## config.mk

```make
export PLATFORM = sky130hd
export DESIGN_NAME = pc_sequencer_flat
export DESIGN_NICKNAME = d
export VERILOG_FILES = /design/src/rtl/pc_sequencer_if.sv /design/src/rtl/pc_sequencer.sv /design/src/flat_wrapper.sv
export SDC_FILE = /design/constraint.sdc
export NUM_CORES = 1
export LEC_CHECK = 0
export CORE_MARGIN = 1
export CORE_UTILIZATION = 44
export DETAILED_ROUTE_END_ITERATION = 7
export GPL_TIMING_DRIVEN = 0
export PLACE_DENSITY = 0.76
export SYNTH_ARGS = -nofsm -noshare
export SYNTH_HDL_FRONTEND = slang
export SYNTH_SLANG_ARGS = --single-unit
```

## constraint.sdc

```tcl
create_clock -name Clk -period 1.67 [get_ports Clk]
set_input_delay 0.167 -clock Clk [delete_from_list [all_inputs] [get_ports Clk]]
set_output_delay 0.167 -clock Clk [all_outputs]
set_load 0.05 [all_outputs]
```

## src/rtl/pc_sequencer_if.sv

```systemverilog
// pc_sequencer_if: decoder-side bus of pc_sequencer (Start/Stall/Jen/Taken/Target/DoneIn in; Prog_ctr/FirstCyc/Commit/Busy/Ack/Wrapped/CycleCnt out)
interface pc_sequencer_if #(parameter int PW = 10);
  logic Start;
  logic Stall;
  logic Jen;
  logic Taken;
  logic [PW-1:0] Target;
  logic DoneIn;
  logic [PW-1:0] Prog_ctr;
  logic FirstCyc;
  logic Commit;
  logic Busy;
  logic Ack;
  logic Wrapped;
  logic [15:0] CycleCnt;
  modport master (
    output Start, Stall, Jen, Taken, Target, DoneIn,
    input  Prog_ctr, FirstCyc, Commit, Busy, Ack, Wrapped, CycleCnt
  );
  modport slave (
    input  Start, Stall, Jen, Taken, Target, DoneIn,
    output Prog_ctr, FirstCyc, Commit, Busy, Ack, Wrapped, CycleCnt
  );
endinterface

```

## src/rtl/pc_sequencer.sv

```systemverilog
// pc_sequencer: PC/stall/branch/halt sequencer; Clk, Reset (sync, active-high), bus = pc_sequencer_if.slave
module pc_sequencer #(
  parameter int PW = 10,
  parameter int STALL_CYCLES = 1
) (
  input logic Clk,
  input logic Reset,
  pc_sequencer_if.slave bus
);
  typedef enum logic [1:0] {IDLE, RUN, HOLD, HALT} state_t;
  localparam bit HOLDS = STALL_CYCLES > 0;
  localparam logic [2:0] HOLD_INIT = 3'(HOLDS ? STALL_CYCLES - 1 : 0);
  state_t state;
  logic [2:0] cnt;
  logic [PW-1:0] pc;
  logic [PW:0] pc_inc;
  logic [15:0] cyc;
  logic wrapped, busy, ack, commit, take;
  always_comb begin
    pc_inc = {1'b0, pc} + (PW+1)'(1);
    take = bus.Jen & bus.Taken;
    commit = (state == RUN) ? !bus.DoneIn && !(bus.Stall && HOLDS) : (state == HOLD) && (cnt == 3'd0);
  end
  always_ff @(posedge Clk) begin
    if (Reset) begin
      state <= IDLE;
      pc <= '0;
      cnt <= '0;
      wrapped <= 1'b0;
      cyc <= '0;
      busy <= 1'b0;
      ack <= 1'b0;
    end else begin
      if (busy && cyc != 16'hFFFF) cyc <= cyc + 16'd1;
      if (commit) begin
        pc <= take ? bus.Target : pc_inc[PW-1:0];
        if (!take && pc_inc[PW]) wrapped <= 1'b1;
      end
      case (state)
        IDLE, HALT: if (bus.Start) begin
          state <= RUN;
          pc <= '0;
          cyc <= '0;
          wrapped <= 1'b0;
          busy <= 1'b1;
          ack <= 1'b0;
        end
        RUN: if (bus.DoneIn) begin
          state <= HALT;
          busy <= 1'b0;
          ack <= 1'b1;
        end else if (bus.Stall && HOLDS) begin
          state <= HOLD;
          cnt <= HOLD_INIT;
        end
        HOLD: if (cnt != 3'd0) cnt <= cnt - 3'd1;
              else state <= RUN;
      endcase
    end
  end
  assign bus.Prog_ctr = pc;
  assign bus.FirstCyc = state == RUN;
  assign bus.Commit = commit;
  assign bus.Busy = busy;
  assign bus.Ack = ack;
  assign bus.Wrapped = wrapped;
  assign bus.CycleCnt = cyc;
endmodule

```

## src/flat_wrapper.sv

```systemverilog
// flat-port wrapper written by rule: the top's interface ports become plain ports
module pc_sequencer_flat 
#(
  parameter int PW = 10,
  parameter int STALL_CYCLES = 1
)
  (Clk, Reset, bus_Start, bus_Stall, bus_Jen, bus_Taken, bus_Target, bus_DoneIn, bus_Prog_ctr, bus_FirstCyc, bus_Commit, bus_Busy, bus_Ack, bus_Wrapped, bus_CycleCnt);
  pc_sequencer_if #(.PW(PW)) bus_i ();
  input logic Clk;
  input logic Reset;
  input wire logic [$bits(bus_i.Start)-1:0] bus_Start;
  input wire logic [$bits(bus_i.Stall)-1:0] bus_Stall;
  input wire logic [$bits(bus_i.Jen)-1:0] bus_Jen;
  input wire logic [$bits(bus_i.Taken)-1:0] bus_Taken;
  input wire logic [$bits(bus_i.Target)-1:0] bus_Target;
  input wire logic [$bits(bus_i.DoneIn)-1:0] bus_DoneIn;
  output wire logic [$bits(bus_i.Prog_ctr)-1:0] bus_Prog_ctr;
  output wire logic [$bits(bus_i.FirstCyc)-1:0] bus_FirstCyc;
  output wire logic [$bits(bus_i.Commit)-1:0] bus_Commit;
  output wire logic [$bits(bus_i.Busy)-1:0] bus_Busy;
  output wire logic [$bits(bus_i.Ack)-1:0] bus_Ack;
  output wire logic [$bits(bus_i.Wrapped)-1:0] bus_Wrapped;
  output wire logic [$bits(bus_i.CycleCnt)-1:0] bus_CycleCnt;
  assign bus_i.Start = bus_Start;
  assign bus_i.Stall = bus_Stall;
  assign bus_i.Jen = bus_Jen;
  assign bus_i.Taken = bus_Taken;
  assign bus_i.Target = bus_Target;
  assign bus_i.DoneIn = bus_DoneIn;
  assign bus_Prog_ctr = bus_i.Prog_ctr;
  assign bus_FirstCyc = bus_i.FirstCyc;
  assign bus_Commit = bus_i.Commit;
  assign bus_Busy = bus_i.Busy;
  assign bus_Ack = bus_i.Ack;
  assign bus_Wrapped = bus_i.Wrapped;
  assign bus_CycleCnt = bus_i.CycleCnt;
  pc_sequencer #(.PW(PW), .STALL_CYCLES(STALL_CYCLES)) u_core (.Clk(Clk), .Reset(Reset), .bus(bus_i));
endmodule
```

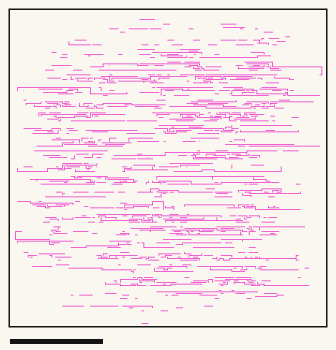
*Metal 1*
The bar under the picture is 20 um long.
The longest straight run is 23.0 um. The layer carries 2,270 um of wire.
M1 GR Usage: 29.73%
final wirelength: 4.885 mm
Vias: 1,946

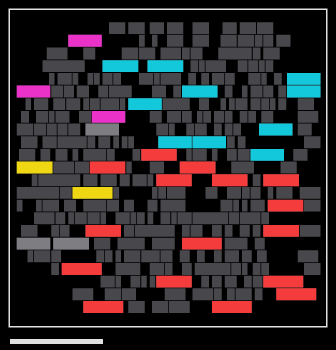
*Sequential cells grouped by signal name*
The bar under the picture is 20 um long. Other sequential cells in the stronger gray, the rest of the logic in the fainter gray.
`u_core.state`: shown in yellow, placed flops 2. `u_core.bus.CycleCnt`: shown in red, placed flops 16. `u_core.cnt`: shown in magenta, placed flops 3. `u_core.bus.Prog_ctr`: shown in cyan, placed flops 10.
Another 3 sequential cells are not colored.

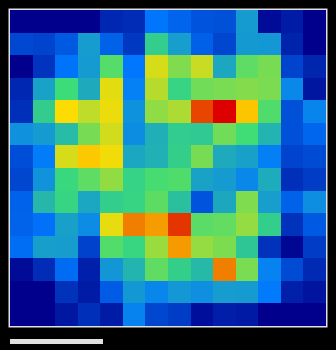
*Routed metal per tile*
The bar under the picture is 20 um long. The die is cut into 14 by 14 equal tiles; dark blue is low, red is high, scaled to the fullest tile. Values are wire area over tile area, all layers added.
The densest ninth of the die: middle. The emptiest ninth of the die: bottom left. The mean over all tiles is 0.17. The fullest tile reaches 0.49. 26% of the tiles are over half the peak. 7.7% of the tiles are nearly empty.
GRT Util Overall: 22.47%
WL per Instance: 14.24 um

==> worst paths after layout <==
path / start / end / slack, ns / cells past startpoint
max reg2reg: u_core.state[0] / u_core.bus.Prog_ctr[0] / 0.06 / 7
min reg2reg: u_core.bus.Wrapped / u_core.bus.Wrapped / 0.47 / 2
min: Reset / u_core.cnt[1] / 0.22 / 2
max: u_core.state[0] / bus_Commit / 0.02 / 6
==> layer usage <==
layer	wire length, um	share of wire, %	up-vias	GRT usage [%]
met2	2355	48	38	34.65
met5	0	0	-	0
li1	-	-	987	-
met1	2267	46	915	29.73
met3	191	3.9	6	4.167
met4	71	1.5	0	11.46
==> cells in the final DEF, fill, tap and decap left out, types with 4 or more instances in the layout <==
cell type / count
dfxtp_1: 12
clkbuf_1: 5
dfxtp_2: 15
dfxtp_4: 7
xor2_1: 4
nor2_1: 14
nand4_1: 7
clkdlybuf4s50_1: 28
a21oi_1: 18
and2_1: 5
or3_1: 9
dlygate4sd2_1: 6
buf_4: 11
nand3_1: 10
clkbuf_8: 6
a211oi_1: 4
nand2_1: 22
dlymetal6s2s_1: 10
o21ai_0: 16
o31ai_1: 5
==> cells by family (layout without fill, tap and decap cells) <==
kind of cell | Yosys count | after routing | synth area share [%]
compound gates | 65 | 65 | 21.93
xor+xnor | 6 | 6 | 2.758
fa+ha+maj | 7 | 7 | 4.596
buf+inv | 17 | 82 | 3.480
flops | 34 | 34 | 35.72
mux | 3 | 3 | 1.576
simple gates | 96 | 96 | 29.94
==> power groups by stage <==
stage | combinational, mW | sequential [mW] | clock, mW
finish | 0.658 | 0.903 | 0.639
global route | 0.706 | 0.910 | 0.675
CTS | 0.627 | 0.900 | 0.644
detailed placement | 0.561 | 0.912 | 0
global placement | 0.554 | 0.910 | 0
floorplan | 0.307 | 0.990 | 0
==> results.yml <==
# physical design summary
power_and_ir_drop:
  power_frac_seq_pct: 41.0
  p_comb_share_pct: 29.9
  power_mw: 2.200
  p_switching_mw: 0.7267
logic_synthesis:
  synth_flops: 34
  top_area_cell: "dfxtp_1"
  ff_type: "dfxtp_1"
cells_and_area:
  flops: 34
  area_growth_pct: 45.44
  drive_above_1_share_pct: 23.55
  mi_logic_area_um2: 1229
place:
  post-place-ws_ns: -0.8243
  portBuffers: 46
  dp_hpwl_mm: 3.319
die:
  die_y_um: 67.81
  die_w_um: 67.81
clock_tree:
  cts_htree_levels: 2
run_status:
  status: "complete, no violations"
timing:
  period_used_pct: 98.84
  rsz0062_at_grt: "yes"
  period_needed_ns: 1.651
critical_path:
  path_buffers: 3
global_routing:
  gr-total-overflow: 0
  antenna_found_initial: 0
Power and IR drop assume default switching activity.
